`src/rtl/serial_adder_pkg.sv`:
```
// serial_adder_pkg: FSM state encoding and default width for the bit-serial adder.
package serial_adder_pkg;
   localparam int DEFAULT_WIDTH = 4;
   typedef enum logic [1:0] {IDLE, RUN, DONE} state_t;
endpackage

```
`src/rtl/serial_adder_full_adder.sv`:
```
// full_adder: 1-bit full adder used for the per-bit serial step.
module full_adder (
   input  logic a,
   input  logic b,
   input  logic cin,
   output logic sum,
   output logic cout
);
   assign sum  = a ^ b ^ cin;
   assign cout = (a & b) | (cin & (a ^ b));
endmodule

```
`src/rtl/serial_adder.sv`:
```
// serial_adder: LSB-first bit-serial adder, one bit per clock, registered sum/cout/ovf.
module serial_adder
   import serial_adder_pkg::*;
#(
   parameter int WIDTH = DEFAULT_WIDTH
) (
   input  logic             clk,
   input  logic             rst_n,
   input  logic             start,
   input  logic [WIDTH-1:0] a,
   input  logic [WIDTH-1:0] b,
   input  logic             cin,
   output logic             busy,
   output logic             done,
   output logic [WIDTH-1:0] sum,
   output logic             cout,
   output logic             ovf
);
   localparam int CW = $clog2(WIDTH + 1);
   state_t state, state_nxt;
   logic [CW-1:0] cnt;
   logic [WIDTH-1:0] op_a, op_b, res, res_nxt;
   logic carry, bit_sum, bit_cout, last;
   full_adder u_fa (
      .a   (op_a[0]),
      .b   (op_b[0]),
      .cin (carry),
      .sum (bit_sum),
      .cout(bit_cout)
   );
   assign last    = cnt == CW'(WIDTH - 1);
   assign res_nxt = (res >> 1) | (WIDTH'(bit_sum) << (WIDTH - 1));
   always_ff @(posedge clk or negedge rst_n)
      if (!rst_n) state <= IDLE;
      else        state <= state_nxt;
   always_comb begin
      state_nxt = state;
      busy      = 1'b0;
      done      = 1'b0;
      state_nxt = (state == IDLE && start) ? RUN  :
                  (state == RUN  && last)  ? DONE :
                  (state == DONE)          ? IDLE : state;
      busy      = state != IDLE;
      done      = state == DONE;
   end
   // carry still holds the carry into the MSB on the last RUN edge, which gives ovf
   always_ff @(posedge clk or negedge rst_n)
      if (!rst_n) begin
         cnt   <= '0;
         op_a  <= '0;
         op_b  <= '0;
         res   <= '0;
         carry <= 1'b0;
         sum   <= '0;
         cout  <= 1'b0;
         ovf   <= 1'b0;
      end else if (state == IDLE && start) begin
         op_a  <= a;
         op_b  <= b;
         carry <= cin;
         cnt   <= '0;
      end else if (state == RUN) begin
         res   <= res_nxt;
         op_a  <= op_a >> 1;
         op_b  <= op_b >> 1;
         carry <= bit_cout;
         cnt   <= cnt + 1'b1;
         if (last) begin
            sum  <= res_nxt;
            cout <= bit_cout;
            ovf  <= carry ^ bit_cout;
         end
      end
endmodule

```
`config.mk`:
```
export PLATFORM = sky130hd
export DESIGN_NAME = serial_adder
export DESIGN_NICKNAME = d
export VERILOG_FILES = /design/src/rtl/serial_adder_pkg.sv /design/src/rtl/serial_adder_full_adder.sv /design/src/rtl/serial_adder.sv
export SDC_FILE = /design/constraint.sdc
export NUM_CORES = 1
export LEC_CHECK = 0
export CAP_MARGIN = 20
export CORE_MARGIN = 2
export CORE_UTILIZATION = 50
export DETAILED_ROUTE_END_ITERATION = 10
export PLACE_DENSITY = 0.86
export SLEW_MARGIN = 20
export SYNTH_ARGS = -nofsm -noshare
export SYNTH_HDL_FRONTEND = slang
export SYNTH_HIERARCHICAL = 1
export SYNTH_SLANG_ARGS = --single-unit
```
`constraint.sdc`:
```
create_clock -name clk -period 1.8 [get_ports clk]
set_input_delay 0.36 -clock clk [delete_from_list [all_inputs] [get_ports clk]]
set_output_delay 0.36 -clock clk [all_outputs]
set_load 0.03 [all_outputs]
```
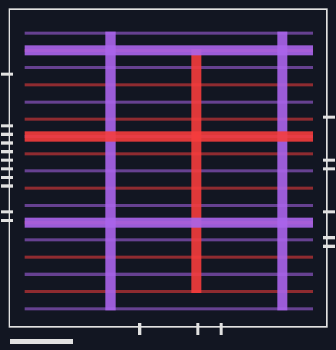
Figure 1: supply network.
Bar = 10 um. Pins as bars on the die edge.
| color | net |
|---|---|
| red | VDD |
| purple | VSS |
rows: 16
met4 straps: 3
met5 straps: 3
met1 rails: 17

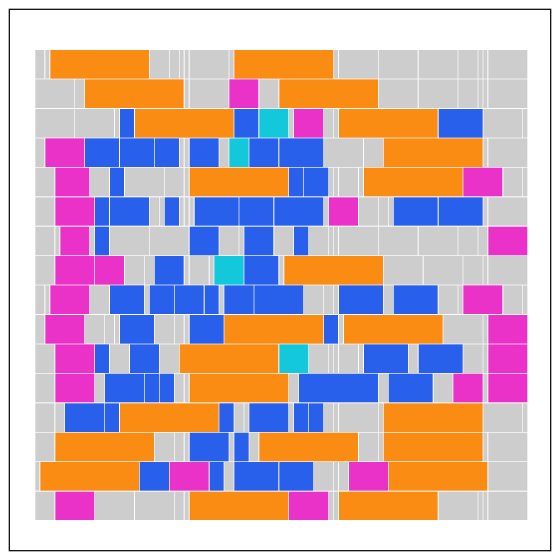
Figure 2: cell classes on the final placement.
Fill, decap, tap and diode cells in gray.
| color | class | cells | share of their area |
|---|---|---|---|
| magenta | remaining buffers and delay cells | 24 | 18% |
| blue | remaining logic cells | 58 | 35% |
| cyan | clock drivers and dummy loads | 4 | 2.2% |
| orange | sequential cells | 23 | 45% |

==> results_dict.tcl <==
# yosys + openroad results
set metrics [dict create \
    wl_per_cell_um 14.1 \
    required_ps 1440 \
    antenna_found_initial 0 \
    ys.flops 23 \
    fmax_mhz 574 \
    overflow 0 \
    io_buffer_count 19 \
    flop_cell "dfrtp_1" \
    common_cells "23 x dfrtp_1, 12 x inv_1, 10 x mux2_2" \
    timing.critical_path.fanout_max 2 \
    fin_worst_skew_ps 2.86 \
    clkLatencyLatePin_ps 300 \
    cts_tree "built" \
    yosysMostFrequentCell "dfrtp_1" \
    dp_slack_ps -10.4 \
    numCtsBuffers 3 \
    drt-total-wl_mm 1.91 \
    status "finished clean" \
    yosys.area.top_type "dfrtp_1" \
    syn_area_per_cell_um2 12.4 \
    hold_violations 0 \
    fin_util 0.661 \
    crit_type "flop to output pin" \
    tightest_slew_ps 763 \
    wl_met3_um 69 \
    postCtsSetupBuffers 0 \
    syn_nets 100 \
    synth_async_sr_flop_share 1.00 \
    setup_tns_ps 0 \
    grt_pass1_vias 755 \
    ys_chip_area_um2 1050 \
    setup_viol 0 \
    cts-htree-levels 1 \
    post-place-cells 132 \
    drive_above_1_share 0.202 \
    hold_slack_ps 399 \
    enable_flop_cells 0 \
    peakVddDrop_v 0.000897 \
    leakage_nw 0.580 \
    nets 125 \
    gp_congestion 0.796 \
    cts_resized 1 \
    ant_nets 0 \
    wl_met1_um 902 \
    initCoreUtil 0.532 \
    finalCriticalPeriod_ps 1740 \
    drc_errors 0 \
    die_y_um 49.9 \
    synth_cell_types 24 \
    syn_area_um2 1050 \
    vias 731 \
    power_density_nw_per_um2 1760 \
    yosys_cells 85 \
    fin_crit_sh 0.968 \
    root_buffer "clkbuf_4" \
    dr.pass1.iters 4 \
    syn-instance-count 85 \
    path_clk_slew_ps 120 \
    dieArea_um2 2490 \
    hold_class "input pin to async pin" \
    chipWidth_um 49.9 \
    finalPower_mw 2.30 \
    maxCapViolations 0 \
    hold_buffers 0 \
    relSlewSlack 0.491 \
    rows 16 \
    grt_max_degree 24 \
    yosysWarnings 6 \
    end_kind "output pin" \
    grt_pass1_wl_mm 3.31 \
    cts_buffer_depth 2 \
    dr_wl_met2_um 930 \
    cp_data_arrival_time_ps 1380 \
    warnings 26 \
    dp_hpwl_mm 1.43 \
    fin_area_um2 1310 \
    top_cells_by_area "dfrtp_1 55%, mux2_2 11%, inv_1 4.3%" \
    routed.top_layer "met4" \
    r2r_setup_slack_ps 290 \
    setup_ws_ps 58.5 \
    dpl_cell_area_um2 1280 \
    diodes 0 \
    rsz0062_at_grt "no" \
    vias_per_cell 5.38 \
    drtIter0Drc 28 \
    clock_sinks 23 \
    grt_usage 0.177 \
    finalNonFillerCells 136 \
    startpoint_type "flop" \
    synth_top_area_share 0.546 \
    ys_seq_frac 0.546 \
    core_area_um2 1980 \
    area_growth_pct 24.3 \
    num_io_pins 20 \
    drv_slew 0 \
]
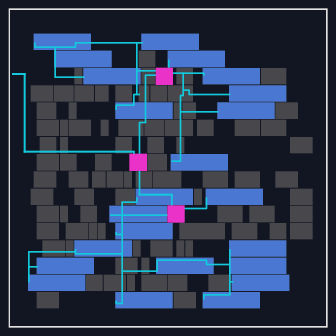
Figure 3: clock network drawn from the DEF.
[cyan] clock wires | length: 239 um
[blue] flip-flops | count: 23
[magenta] clock-net drivers | count: 3
routed clock nets: 4

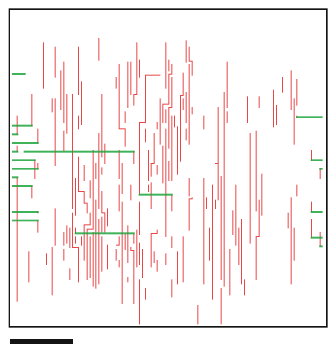
Figure 4: metal layers overlaid.
Bar = 10 um. Two of the layers only.
| color | layer | wire length |
|---|---|---|
| red | M2 | 930 um |
| green | M3 | 69.7 um |

-- final cells by class --
type | instances | area (um2)
clock buffer | 3 | 22.5
clock inverter | 1 | 5.00
fill | 147 | 672
inverter | 12 | 45.0
multi-input combinational | 46 | 404
sequential | 23 | 576
tap | 27 | 33.8
timing repair buffer | 24 | 224
-- cells by family after synthesis --
kind of cell / count (synthesis) / share of synthesized area
buffers and inverters: 16 / 0.0701
xor gates and xnor gates: 1 / 0.00832
DFF: 23 / 0.546
adders and majority gates: 3 / 0.0428
AOI/OAI and AO/OA: 14 / 0.115
and+or+nand+nor: 18 / 0.110
muxes: 10 / 0.107
-- state kept, by name (all words and copies together) (netlist names) --
signal	flops
op_a	4
op_b	4
sum	4
cnt	3
res	3
state	2
carry	1
cout	1
ovf	1
-- final timing paths --
check,to,startpoint,depth (start not counted)
worst max-delay path,busy,state[1]$_DFFE_PN0P_,2
worst min-delay path,res[2]$_DFFE_PN0P_,rst_n,2
worst max register to register,cnt[0]$_DFFE_PN0P_,state[0]$_DFFE_PN0P_,3
worst min register to register,cout$_DFFE_PN0P_,cout$_DFFE_PN0P_,1
max in group asynchronous,op_b[3]$_DFFE_PN0P_,rst_n,2
min in group clk,cout$_DFFE_PN0P_,cout$_DFFE_PN0P_,1
-- layer usage --
metal  GRT usage  up-vias
li1            -      348
met4      0.0694        0
met5           0        -
met1       0.228      360
met2       0.300       21
met3      0.0273        2
-- critical path, stage by stage, from the launching register on --
cell	delay, ps
dfrtp_1	400
or2_2	320
dlygate4sd2_1	360
-- cells in the final DEF (no fill, tap or decap) --
| master | n |
|---|---|
| o221ai_1 | 1 |
| nand3b_2 | 1 |
| inv_1 | 12 |
| dlygate4sd2_1 | 1 |
| a222oi_1 | 4 |
| o21a_1 | 2 |
| mux2_2 | 10 |
| nor4b_1 | 3 |
| clkbuf_4 | 3 |
| clkdlybuf4s50_1 | 17 |
| dfrtp_1 | 23 |
| fa_1 | 1 |
| a22o_1 | 2 |
| nand2_1 | 1 |
| or3b_1 | 1 |
| buf_4 | 6 |
| clkinv_2 | 1 |
| or2_2 | 1 |
| a32o_1 | 1 |
| o21bai_1 | 1 |
| nor2b_1 | 3 |
| ha_1 | 2 |
| a211oi_1 | 3 |
| nor3b_1 | 3 |
| nor2_1 | 5 |
| xor2_1 | 1 |
-- power by group --
group          internal, mW  switching, mW
registers             0.767          0.137
clock network        0.0829          0.149
logic                 0.576          0.592
Power figures rest on the tool's default switching activity, not on a simulated workload.
